--- config.mk ---
export PLATFORM = sky130hd
export DESIGN_NAME = sec_tick_timer
export DESIGN_NICKNAME = d
export VERILOG_FILES = /design/src/rtl/parking_pkg.sv /design/src/rtl/sync_edge.sv /design/src/rtl/sec_tick_timer.sv
export SDC_FILE = /design/constraint.sdc
export NUM_CORES = 1
export LEC_CHECK = 0
export CAP_MARGIN = 0
export CORE_ASPECT_RATIO = 1.4
export CORE_MARGIN = 3
export CORE_UTILIZATION = 50
export CTS_CLUSTER_DIAMETER = 200
export DETAILED_ROUTE_END_ITERATION = 6
export DONT_BUFFER_PORTS = 1
export PLACE_DENSITY_LB_ADDON = 0.15
export SYNTH_ARGS = -nofsm -noshare
export SYNTH_HDL_FRONTEND = slang
export SYNTH_SLANG_ARGS = --single-unit
--- constraint.sdc ---
create_clock -name clk -period 8.7 [get_ports clk]
set_input_delay 0.87 -clock clk [delete_from_list [all_inputs] [get_ports clk]]
set_output_delay 0.87 -clock clk [all_outputs]
set_load 0.03 [all_outputs]
--- src/rtl/parking_pkg.sv ---
// rtl/parking_pkg.sv - shared types and constants for the parking timer blocks
package parking_pkg;

  localparam int CLK_HZ             = 50_000_000;
  localparam int DEFAULT_LOSS_LIMIT = 75_000_000;

  typedef logic [3:0] bcd_digit_t;

  typedef enum logic [1:0] {
    ST_IDLE = 2'd0,
    ST_RUN  = 2'd1,
    ST_HOLD = 2'd2
  } state_t;

  // Returns {carry, digit}; the digit rolls to 0 and carries once it passes max.
  function automatic logic [4:0] bcd_inc(input bcd_digit_t d, input bcd_digit_t max);
    logic [4:0] r;
    if (d >= max) r = {1'b1, 4'h0};
    else          r = {1'b0, d + 4'd1};
    return r;
  endfunction

endpackage

--- src/rtl/sync_edge.sv ---
// rtl/sync_edge.sv - multi-flop synchronizer with rising-edge detect and registered pulse
module sync_edge #(
  parameter int STAGES = 2
) (
  input  logic clk,
  input  logic reset,
  input  logic d,
  output logic rise,
  output logic pulse
);

  logic [STAGES-1:0] sync_q;
  logic              prev;

  assign rise = sync_q[STAGES-1] & ~prev;

  always_ff @(posedge clk or posedge reset) begin
    if (reset) begin
      sync_q <= '0;
      prev   <= 1'b0;
      pulse  <= 1'b0;
    end else begin
      sync_q <= {sync_q[STAGES-2:0], d};
      prev   <= sync_q[STAGES-1];
      pulse  <= rise;
    end
  end

endmodule

--- src/rtl/sec_tick_timer.sv ---
// rtl/sec_tick_timer.sv - 1 Hz tick recovery, BCD mm:ss elapsed counter with expiry and loss watchdog
module sec_tick_timer
  import parking_pkg::*;
#(
  parameter int         SYNC_STAGES = 2,
  parameter int         LOSS_LIMIT  = DEFAULT_LOSS_LIMIT,
  parameter int         LOSS_W      = 27,
  parameter logic [7:0] LIMIT_MIN   = 8'h05
) (
  input  logic       clk,
  input  logic       reset,
  input  logic       clk1hz_in,
  input  logic       start,
  input  logic       stop,
  input  logic       clear,
  output logic       sec_tick,
  output logic       running,
  output logic [7:0] sec_bcd,
  output logic [7:0] min_bcd,
  output logic       expired,
  output logic       tick_lost
);

  localparam logic [LOSS_W-1:0] LOSS_MAX = LOSS_W'(LOSS_LIMIT);

  logic        rise;
  state_t      state;
  state_t      state_next;
  logic        count_en;
  logic        at_max;
  logic [4:0]  sec_lo_inc;
  logic [4:0]  sec_hi_inc;
  logic [4:0]  min_lo_inc;
  logic [4:0]  min_hi_inc;
  logic [7:0]  sec_next;
  logic [7:0]  min_next;
  logic [LOSS_W-1:0] wd_cnt;
  logic [LOSS_W-1:0] wd_next;

  sync_edge #(
    .STAGES(SYNC_STAGES)
  ) u_sync_edge (
    .clk   (clk),
    .reset (reset),
    .d     (clk1hz_in),
    .rise  (rise),
    .pulse (sec_tick)
  );

  always_ff @(posedge clk or posedge reset) begin
    if (reset) begin
      state   <= ST_IDLE;
      running <= 1'b0;
    end else begin
      state   <= state_next;
      running <= (state_next == ST_RUN);
    end
  end

  // clear beats stop beats start.
  always_comb begin
    state_next = state;
    if (clear) begin
      state_next = ST_IDLE;
    end else begin
      case (state)
        ST_IDLE: if (start) state_next = ST_RUN;
        ST_RUN:  if (stop)  state_next = ST_HOLD;
        ST_HOLD: if (start) state_next = ST_RUN;
        default: state_next = ST_IDLE;
      endcase
    end
  end

  // Only the current state gates counting, so the edge that arrives with the entry into RUN is dropped.
  always_comb begin
    count_en = 1'b0;
    if (state == ST_RUN && rise && !clear) count_en = 1'b1;
  end

  assign at_max     = (sec_bcd == 8'h59) && (min_bcd == 8'h99);
  assign sec_lo_inc = bcd_inc(sec_bcd[3:0], 4'd9);
  assign sec_hi_inc = bcd_inc(sec_bcd[7:4], 4'd5);
  assign min_lo_inc = bcd_inc(min_bcd[3:0], 4'd9);
  assign min_hi_inc = bcd_inc(min_bcd[7:4], 4'd9);

  always_comb begin
    sec_next = sec_bcd;
    min_next = min_bcd;
    if (!at_max) begin
      sec_next[3:0] = sec_lo_inc[3:0];
      if (sec_lo_inc[4]) begin
        sec_next[7:4] = sec_hi_inc[3:0];
        if (sec_hi_inc[4]) begin
          min_next[3:0] = min_lo_inc[3:0];
          if (min_lo_inc[4]) min_next[7:4] = min_hi_inc[3:0];
        end
      end
    end
  end

  always_ff @(posedge clk or posedge reset) begin
    if (reset) begin
      sec_bcd <= 8'h00;
      min_bcd <= 8'h00;
      expired <= 1'b0;
    end else if (clear) begin
      sec_bcd <= 8'h00;
      min_bcd <= 8'h00;
      expired <= 1'b0;
    end else if (count_en) begin
      sec_bcd <= sec_next;
      min_bcd <= min_next;
      if (LIMIT_MIN != 8'h00 && min_next == LIMIT_MIN && sec_next == 8'h00)
        expired <= 1'b1;
    end
  end

  always_comb begin
    if (rise)                  wd_next = '0;
    else if (wd_cnt == LOSS_MAX) wd_next = wd_cnt;
    else                       wd_next = wd_cnt + LOSS_W'(1);
  end

  // tick_lost is held until the pulse for the recovering edge has been seen, so it drops one cycle after sec_tick.
  always_ff @(posedge clk or posedge reset) begin
    if (reset) begin
      wd_cnt    <= '0;
      tick_lost <= 1'b0;
    end else begin
      wd_cnt    <= wd_next;
      tick_lost <= (wd_next == LOSS_MAX) || (tick_lost && !sec_tick);
    end
  end

endmodule

==> run notes <==
Physical implementation.

- The x dimension of the die is just over 70 um.
- The fraction of layout cells with a size suffix above 1 is 5.128%.
- The height of the die is ~99 um.
- After detailed routing, the met3 layer carries 277 um of wire.
- The most used flip-flop cell after synthesis is dfrtp_1.
- The DRC violation count after routing is 0.
- The number of buffers outside the clock class in the layout is 2.
- The number of nets in the final layout is around 370.
- The mapped netlist covers 0.003094 mm2.
- The report counts max-capacitance violations totalling 0.
- The most critical min-delay path falls under reg2reg.
- In this run the full chip footprint comes out at between 0.007 and 0.008 mm2.
- In the log, the iteration count for the first detailed-route pass is 4.
- The highest clock rate this design can be run at is 296.6 MHz.
- Total power normalized to cell area comes to 137.8 mW/mm2.
- Setup repair after global routing left no endpoint under its margin.
- The floorplan report lists the tap cell count as approximately 70.
- The endpoint type of the worst setup path is a flip-flop.
- TritonCTS built the clock tree.
- The total clock sinks is 52.
- The flip-flop count of the largest register, all copies and words added is 27.
- The critical path class is reg2reg.
- The synthesized-area fraction occupied by and/or/nand/nor cells is 30.25%.
- Counting the inverters off the clock network in the layout gives 17.
- The final total negative setup slack is 0 ns.
- In the final report, the number of hold violations comes to 0.
- The number of flops mapped to enable cells by yosys is 0.
- Once layout is complete, the cells apart from fillers number 421.
- The last timing report of the flow puts the setup violation total at 0.
- The via count of the first global-routing pass came to roughly 2,600.
- After synthesis, the most frequently instantiated cells are 52 x dfrtp_1, 52 x nor2_1, 25 x a21oi_1, 23 x nand3_1, 21 x nand2_1.
- The remaining antenna violation count is 0.
- The switching portion of total power comes to between 20% and 30%.
- The capture point of the worst register-to-register path is recorded as tick_lost.
- The ratio of routed vias to standard cells is around 6.
- The largest registers in the layout are wd_cnt x27, min_bcd x8, sec_bcd x8.
- The count of buffers inserted at the top-level ports is 0.
- Detailed placement finished with a half-perimeter wire length of roughly 5000 um.
- The final routed wire length divided by cell count is about 16 um.
- The critical path in the final layout is reported with a setup slack of about 5.3 ns.
- Of the total synthesized cell area, the portion taken by full adders, half adders and majority gates is between 5 and 6%.
- The synthesized net count is 371.
- In this run the count of I/O pins placed on the die edge is 26.
- In the synthesis report, Yosys lists the chip area as ~0.0031 mm2.
- Among the non-sequential cells, simple AND/OR/NAND/NOR gates take the most area.
- The path depth of the worst reg2reg path is 7.
- The largest buffer count on any clock path is 2.
- The capture point of the critical path was reported as tick_lost.
- In this run, CTS created clock tree buffers numbering 5.
- The final design area excluding fillers is 0.003253 mm2.
- The number of setup buffers added after CTS is 0.
- The number of instances in the synthesized netlist is between 300 and 400.
- For the finished layout, the period the worst path requires is ~3.4 ns.
- The OpenROAD warning count is 35.
- The flow reports that the clock network draws 32.6% of the design power.
- The start point of the worst min-delay path is u_sync_edge.sync_q[0].
- Per the final report, max-transition violations number 0.
- As reported, the later end of the worst-skew pair has a clock insertion delay of just over 0.3 ns.
- The run finished with clean final reports.
- For reference, the post-synthesis area per instance comes to 8.815 um2.
- The floorplan has 33 rows.
- The share of power burned in combinational logic is between 8 and 9%.
- The area of the multi-input gates is 0.001689 mm2.
- The number of antenna violations at the first check in global routing was 0.
- The switching power of the nets is approximately 0.00012 W.
- Counting distinct cell types in the post-synthesis netlist gives about 50.
- The combined buffer and inverter count along the critical path is 0.
- The root buffer cell chosen for the clock tree is clkbuf_8.
- The cell type that accounts for the most area after synthesis is dfrtp_1.
- The post-route report lists met1 wire length as around 2700 um.
- The share of Yosys cell area claimed by the top area cell type is between 40% and 50%.
- For the worst reg-to-reg path, the startpoint reported by OpenROAD is wd_cnt[2].
- The cell total after placement is 413.
- Sequential power for this build is 0.000263 W.
- The cell count in the Yosys report is around 350.
- The sequential portion of the cell area is between 40% and 50%.
- OpenSTA, run right after detailed placement, puts the worst setup slack at approximately 5.4 ns.
- From synthesis to final layout, the design area changed by 5.135%.
- The power report lists cell-internal power as 0.0003239 W.
- The pin slew with the least headroom to its limit is 1.045 ns.
- Power comes to around 0.00045 W.
- Per the log, the first TritonRoute iteration ended with a DRC count of 164.
- The initial utilization of the core area, before any placement, comes to between 50 and 60%.
- The element type at the critical path start is a flip-flop.
- The largest stage delay on the critical path is roughly 0.80 ns.
- In the Yosys report, the sequential cells make up between 40% and 50% of the chip area.
- For this run, global-route usage on met3 was measured as under 10%.
- The endpoint of the worst hold path is u_sync_edge.sync_q[1].
- The met1 demand-to-capacity share in global routing is 23.01%.
- The register name with the most flops is wd_cnt.
- The leakage component of the power was reported as roughly 1.3 nW.
- Total global-route track usage over all layers is a little over a fifth.
- Counting the clock-network buffers in the layout gives 5.
- Fill cells in the final layout number 564.
- The number of gates resized after CTS was 0.
- The tightest hold path in the finished design has a slack of between 0.3 and 0.4 ns.
- After layout, the worst path uses just under 40% of the clock period.
- Summing over every cut layer, the via total after detailed routing is approximately 2,500.
- The count of flip-flops and latches is 52.
- The floorplan step defined a core boundary enclosing between 0.005 and 0.006 mm2.
- The area share of xor/xnor cells in the synthesized design is approximately 6.5%.
- Summing all flip-flop and latch instances after layout gives ~0.0013 mm2.
- The async set or reset register ratio after synthesis is 100.0%.
- The clock group total power is approximately 0.00015 W.
- The maximum clock skew at final layout is between 0.006 and 0.007 ns.
- The cell area after placement is 0.003157 mm2.
- Per the timing report, the biggest fanout along the worst path comes to 13.
- In this run the number of cells on the critical path is 7.
- In the final layout, non-clock buffers account for less than 1% of the cell area.
- Signal routing reaches up to met4.
- The number of antenna diodes in the final layout is 0.
- The detailed router reported a total wirelength of just under 7000 um.
- Per the slew report, the remaining headroom to the max-slew limit stands at a little under a third.
- The count of H-tree levels built during CTS is 2.
- The worst path required time is a little under 9 ns.
- Multi-input combinational cells in the finished layout were counted as ~270.
- The class occupying the most area after layout is reported as combinational gates.
- In this run the critical path is formed by nand3_1 -> or4_1 -> nor4_1 -> xnor2_1 -> or3b_1 -> or4b_1 -> o31ai_1.
- Entering global routing, the biggest net connects ~53 pins.
- In this run the worst setup path begins at wd_cnt[2].
- The and-or/or-and share of the synthesized area is a little over a tenth.
- The critical path's slowest stage uses the library cell or4_1.
- The layer with the highest usage is met2.
- The detailed route wirelength on metal2 is ~3700 um.
- The layout report lists the clock-cell share of area as 2.962%.
floorplan.png
Bar = 20 um. Pins as bars on the die edge.
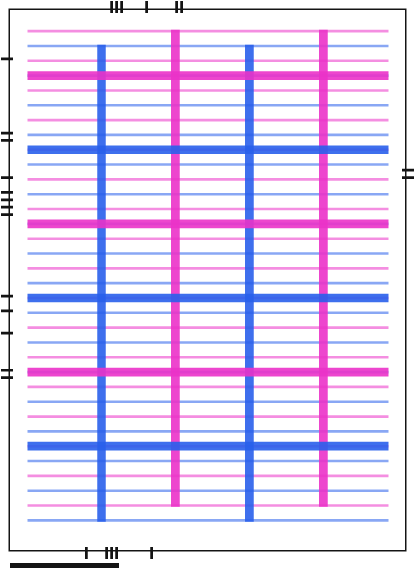
- VDD: magenta
- VSS: blue
- met4 straps: 4
- met1 rails: 34
- rows: 33
- signal pins: 26

class_map.png
Bar = 20 um.
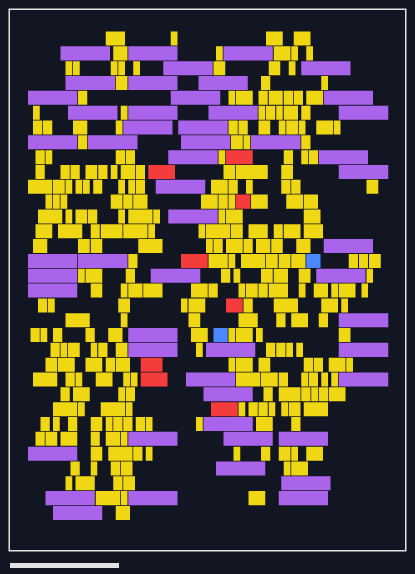
- remaining buffers and delay cells: blue (cells 2; share of their area 0.47%)
- registers: purple (cells 52; share of their area 41%)
- remaining logic cells: yellow (cells 289; share of their area 55%)
- clock drivers and dummy loads: red (cells 8; share of their area 3.0%)

Power figures rest on the tool's default switching activity, not on a simulated workload.
